**Metal 1**

Drawn at 4 px/um.
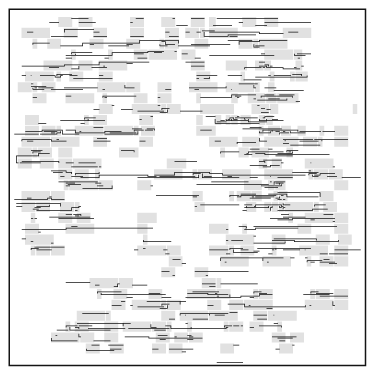
**Metal 2**

Drawn at 6 px/um.
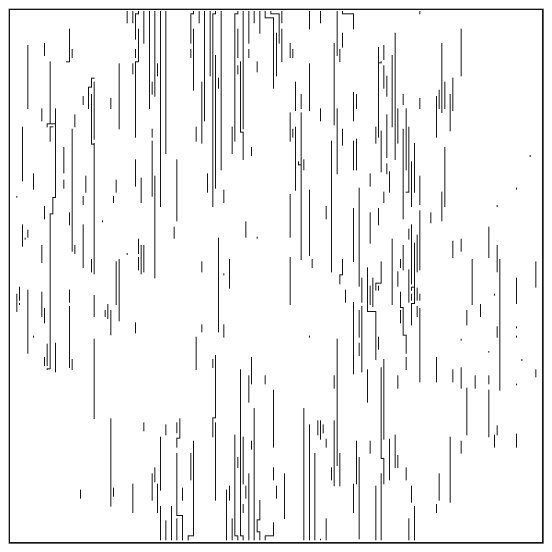
**Signal wires on met3**

Drawn at 3 px/um.
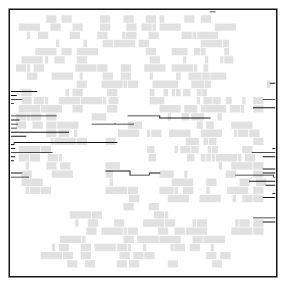
**Routing congestion**

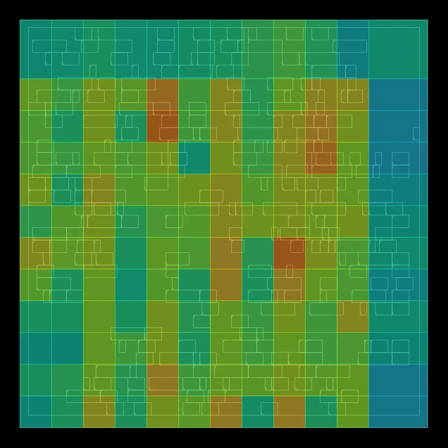
**Pin placement**

Drawn at 6 px/um. Pins as bars across the die edge, other pins in gray.
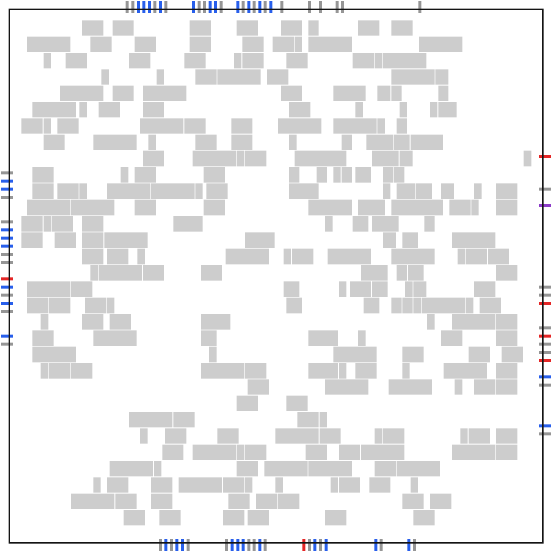
**src/rtl/reg_dump.sv**
```systemverilog
// reg_dump: walks register-file indices 0..31, presenting each word on a
// valid/ready output port, then pulses done.
// Optional feature macro: REG_DUMP_CHECKSUM_EN -- appends a 32-bit XOR of all
// captured words as an extra word with dumpIdx=32.
module reg_dump (
    input  logic        clk,
    input  logic        rst,
    input  logic        start,
    output logic [4:0]  readReg,
    input  logic [31:0] readData,
    output logic [31:0] dumpData,
    output logic [5:0]  dumpIdx,
    output logic        dumpValid,
    input  logic        dumpReady,
    output logic        busy,
    output logic        done
);

    typedef enum logic [1:0] {IDLE, LOAD, SEND, DONE} state_t;

    state_t     state;
    logic [4:0] index;
`ifdef REG_DUMP_CHECKSUM_EN
    logic [31:0] csum;       // running XOR of captured register words
    logic        csumPhase;  // set once word 31 has been accepted
`endif

    // Read address comes straight from the counter so readData is valid in LOAD.
    assign readReg = index;
    assign busy    = (state != IDLE);

    // Dump sequencer: capture in LOAD, hold until handshake in SEND.
    always_ff @(posedge clk) begin
        if (rst) begin
            state     <= IDLE;
            index     <= 5'd0;
            dumpData  <= 32'd0;
            dumpIdx   <= 6'd0;
            dumpValid <= 1'b0;
            done      <= 1'b0;
`ifdef REG_DUMP_CHECKSUM_EN
            csum      <= 32'd0;
            csumPhase <= 1'b0;
`endif
        end else begin
            case (state)
                IDLE: begin
                    done <= 1'b0;
                    if (start) begin
                        index <= 5'd0;
                        state <= LOAD;
`ifdef REG_DUMP_CHECKSUM_EN
                        csum      <= 32'd0;
                        csumPhase <= 1'b0;
`endif
                    end
                end
                LOAD: begin
`ifdef REG_DUMP_CHECKSUM_EN
                    // The checksum word reuses the LOAD/SEND pair so it costs
                    // the same two cycles as a register word.
                    if (csumPhase) begin
                        dumpData <= csum;
                        dumpIdx  <= 6'd32;
                    end else begin
                        dumpData <= readData;
                        dumpIdx  <= {1'b0, index};
                        csum     <= csum ^ readData;
                    end
`else
                    dumpData <= readData;
                    dumpIdx  <= {1'b0, index};
`endif
                    dumpValid <= 1'b1;
                    state     <= SEND;
                end
                SEND: begin
                    if (dumpValid && dumpReady) begin
                        dumpValid <= 1'b0;
`ifdef REG_DUMP_CHECKSUM_EN
                        if (csumPhase) begin
                            state <= DONE;
                            done  <= 1'b1;
                        end else if (index == 5'd31) begin
                            // index stays at 31; no wrap of readReg
                            csumPhase <= 1'b1;
                            state     <= LOAD;
                        end else begin
                            index <= index + 5'd1;
                            state <= LOAD;
                        end
`else
                        if (index == 5'd31) begin
                            state <= DONE;
                            done  <= 1'b1;
                        end else begin
                            index <= index + 5'd1;
                            state <= LOAD;
                        end
`endif
                    end
                end
                DONE: begin
                    done  <= 1'b0;
                    state <= IDLE;
                end
                default: state <= IDLE;
            endcase
        end
    end

endmodule

```
**config.mk**
```make
export PLATFORM = sky130hd
export DESIGN_NAME = reg_dump
export DESIGN_NICKNAME = d
export VERILOG_FILES = /design/src/rtl/reg_dump.sv
export SDC_FILE = /design/constraint.sdc
export NUM_CORES = 1
export LEC_CHECK = 0
export CORE_MARGIN = 1.5
export CORE_UTILIZATION = 25
export DETAILED_ROUTE_END_ITERATION = 12
export PLACE_DENSITY = 0.5
export SYNTH_ARGS = -nofsm -noshare
export SYNTH_HDL_FRONTEND = slang
export SYNTH_SLANG_ARGS = --single-unit
```
**constraint.sdc**
```tcl
create_clock -name clk -period 2 [get_ports clk]
set_input_delay 0.4 -clock clk [delete_from_list [all_inputs] [get_ports clk]]
set_output_delay 0.4 -clock clk [all_outputs]
set_load 0.01 [all_outputs]
```
==> run notes <==
Results of the full flow below.

Layout:
- The run puts the sequential standard cell area at 925 um2.
- The run gives the number of inserted diodes as 0.
- The run puts the number of nets in the final layout at 307.
- The run puts the area occupied by multi-input gates at 855 um2.
- The run puts the number of fill cells at 719.

Timing:
- The run gives the maximum clock frequency as between 500 and 600 MHz.
- The run puts the final tally of setup violations at 0.
- The run gives the final clock skew as 5.80 ps.
- On the final layout, the worst hold slack is 456 ps.
- The run puts the final worst-path cycle share at 94.9%.
- The run gives the setup total negative slack as 0 ps.
- The run puts the number of hold violations in the final report at 0.
- The run gives the clock period minus final worst setup slack as roughly 1900 ps.
- The run puts the final tally of max-slew violations at 0.

Power:
- Sequential cells burn between 40% and 50% of the power.
- Per report_power, the combinational group accounts for 35.2% of the total.

CTS:
- The run gives the root buffer cell as sky130_fd_sc_hd__clkbuf_8.
- The run gives the count of buffers added by post-CTS timing repair for setup as 0.
- The run gives the clock net sink count as around 46.
- The run puts the clock transition at the register clock pins on the worst setup and hold paths after CTS at ~80 ps.
- The run puts the insertion delay to the later sink of the worst-skew pair at 290 ps.
- CTS built an H-tree with a depth of 2.
- The run puts the total of cells resized after clock tree synthesis at 1.
- The run gives the TritonCTS clock tree as built.

Logic synthesis:
- The run gives the predominant post-synthesis flop cell as sky130_fd_sc_hd__dfxtp_1.
- The synthesized netlist devotes 16.1% of its cell area to simple gates.
- The run puts the net count after synthesis at 226.
- Counting flops with a built-in enable in the synthesized netlist gives 0.
- The run puts the post-synthesis async set-or-reset flop share at 0%.
- Per the synthesis report, the adder-cell share of the synthesized area is about 4.8%.
- Multiplexer cells account for roughly a fifth of the synthesized area.
- The run puts the average cell area after synthesis at 10.0 um2.
- The run puts the area fraction in compound gates after synthesis at under 10%.
- The run puts the sequential-to-total area share from yosys stat at 50.2%.
- The run gives the area fraction of the dominant cell type after synthesis as between 50 and 60%.

Routing:
- The run gives the DRC violations left as 0.

Run:
- The run gives the max capacitance violation total as 0.

Placement:
- Routability-driven placement finished with a final weighted congestion of 0.706.
- The run gives the worst setup timing slack at the placement stage as 176 ps.
- The run puts the placement-stage cell area at ~2800 um2.

Worst setup path:
- Traced cell by cell, the critical path runs through inv_1, ha_2, inv_1, clkdlybuf4s50_1.

GRT:
- The first global-routing pass estimated 6730 um of wire.

Outcome:
- The flow ran to the end, and the final reports show no timing, DRC or antenna violations.
Back to the opening pictures, 'metal 1':
wire length on this layer: 1960 um
longest straight run: 21.6 um
nets with wire on the layer: 265
main direction: horizontal
share of all routed wire: 46%
via count of the routed design: 1487
global routing met1 resource utilization: 13.7%

Back to the opening pictures, 'metal 2':
main direction: vertical
nets with wire on the layer: 251
share of all routed wire: 47%
longest straight run: 32.5 um
wire length on this layer: 2020 um
GR Util met2: 18.3%
aggregate routed wire length: 4270 um

Back to the opening pictures, 'signal wires on met3':
wire length on this layer: 258 um
main direction: horizontal
longest straight run: 34.3 um
share of all routed wire: 6.0%
met3 global-route usage: 4.01%

Back to the opening pictures, 'routing congestion':
global router's overall resource usage: 11.2%
Top Usage Layer GRT: met2
post-layout util: 39.8%

Back to the opening pictures, 'pin placement':
[`start`] purple | pins: 1 | direction: input | edge: right
[`dumpIdx`] red | pins: 6 | direction: output | edge: 4 right, 1 bottom, 1 left
[`readData`] blue | pins: 32 | direction: input | edge: 11 top, 11 bottom, 8 left, 2 right
Die Wd: 88.7 um
overall die height: 88.7 um
number of port buffers: 80

## power by group through the flow
| stage | Clock (uW) | Sequential (uW) | Combinational [uW] |
|---|---|---|---|
| global route | 664 | 1120 | 998 |
| floorplan | 0 | 1170 | 478 |
| global placement | 0 | 1120 | 929 |
| CTS | 624 | 1100 | 934 |
| finish | 585 | 1100 | 917 |
| detailed placement | 0 | 1120 | 930 |
## synthesized netlist by cell type, types with 2 or more instances
| cell type | number |
|---|---|
| sky130_fd_sc_hd__buf_2 | 4 |
| sky130_fd_sc_hd__dfxtp_1 | 46 |
| sky130_fd_sc_hd__nor3_1 | 2 |
| sky130_fd_sc_hd__nand2_1 | 6 |
| sky130_fd_sc_hd__clkbuf_1 | 4 |
| sky130_fd_sc_hd__ha_1 | 7 |
| sky130_fd_sc_hd__inv_1 | 3 |
| sky130_fd_sc_hd__mux2i_1 | 38 |
| sky130_fd_sc_hd__a21o_1 | 3 |
| sky130_fd_sc_hd__nor2_1 | 43 |
| sky130_fd_sc_hd__nand3_1 | 4 |
| sky130_fd_sc_hd__a22oi_1 | 2 |
| sky130_fd_sc_hd__buf_4 | 2 |
| sky130_fd_sc_hd__nand2b_1 | 2 |
| sky130_fd_sc_hd__a21oi_1 | 5 |
## final cells by class
type                       instances  share of cell area (%)
tap                               99                    4.34
clock buffer                       6                    2.89
clock inverter                     2                   0.438
sequential                        46                    32.4
multi-input combinational        123                    29.9
timing repair buffer              85                    29.6
inverter                           3                   0.394
## state kept, by name, indices dropped and copies added, names as in the netlist
name       count
dumpData      32
dumpIdx        5
readReg        5
state          2
done           1
dumpValid      1
## metal layers
layer,vias to the layer above,routed length (um),global-route usage (%)
li1,771,-,-
met1,674,1960,13.7
met2,40,2020,18.3
met3,2,257,4.01
met4,0,35,3.41
met5,-,0,0
## worst paths after layout
path,start,endpoint,slack [ps]
setup reg to reg,readReg[1]$_SDFFE_PP0P_,readReg[3]$_SDFFE_PP0P_,170
hold / removal,rst,dumpValid$_SDFFE_PP0P_,460
setup / recovery,state[0]$_SDFFE_PP0P_,busy,100
hold reg to reg,dumpData[17]$_SDFFE_PP0P_,dumpData[17]$_SDFFE_PP0P_,490
## layout by cell type, fill, tap and decap left out, types with 2 or more instances in the layout
cell                              synthesis  layout
sky130_fd_sc_hd__ha_2                     0       2
sky130_fd_sc_hd__inv_1                    3       2
sky130_fd_sc_hd__clkdlybuf4s50_1          0      79
sky130_fd_sc_hd__a22oi_1                  2       2
sky130_fd_sc_hd__a21oi_1                  5       5
sky130_fd_sc_hd__a21o_1                   3       3
sky130_fd_sc_hd__ha_1                     7       5
sky130_fd_sc_hd__clkbuf_8                 0       6
sky130_fd_sc_hd__nand2b_1                 2       2
sky130_fd_sc_hd__nand3_1                  4       4
sky130_fd_sc_hd__nor3_1                   2       2
sky130_fd_sc_hd__mux2i_1                 38      38
sky130_fd_sc_hd__buf_4                    2       4
sky130_fd_sc_hd__nand2_1                  6       6
sky130_fd_sc_hd__nor2_1                  43      43
sky130_fd_sc_hd__dfxtp_1                 46      45
## critical path, delay by kind of cell, from the launching register on
family                   cells  cell delay [ps]
flip-flops                   1              360
adder cells (fa/ha/maj)      1              210
buffers and inverters        3              640
No activity file was given, so power comes from the tool's default toggle rates.
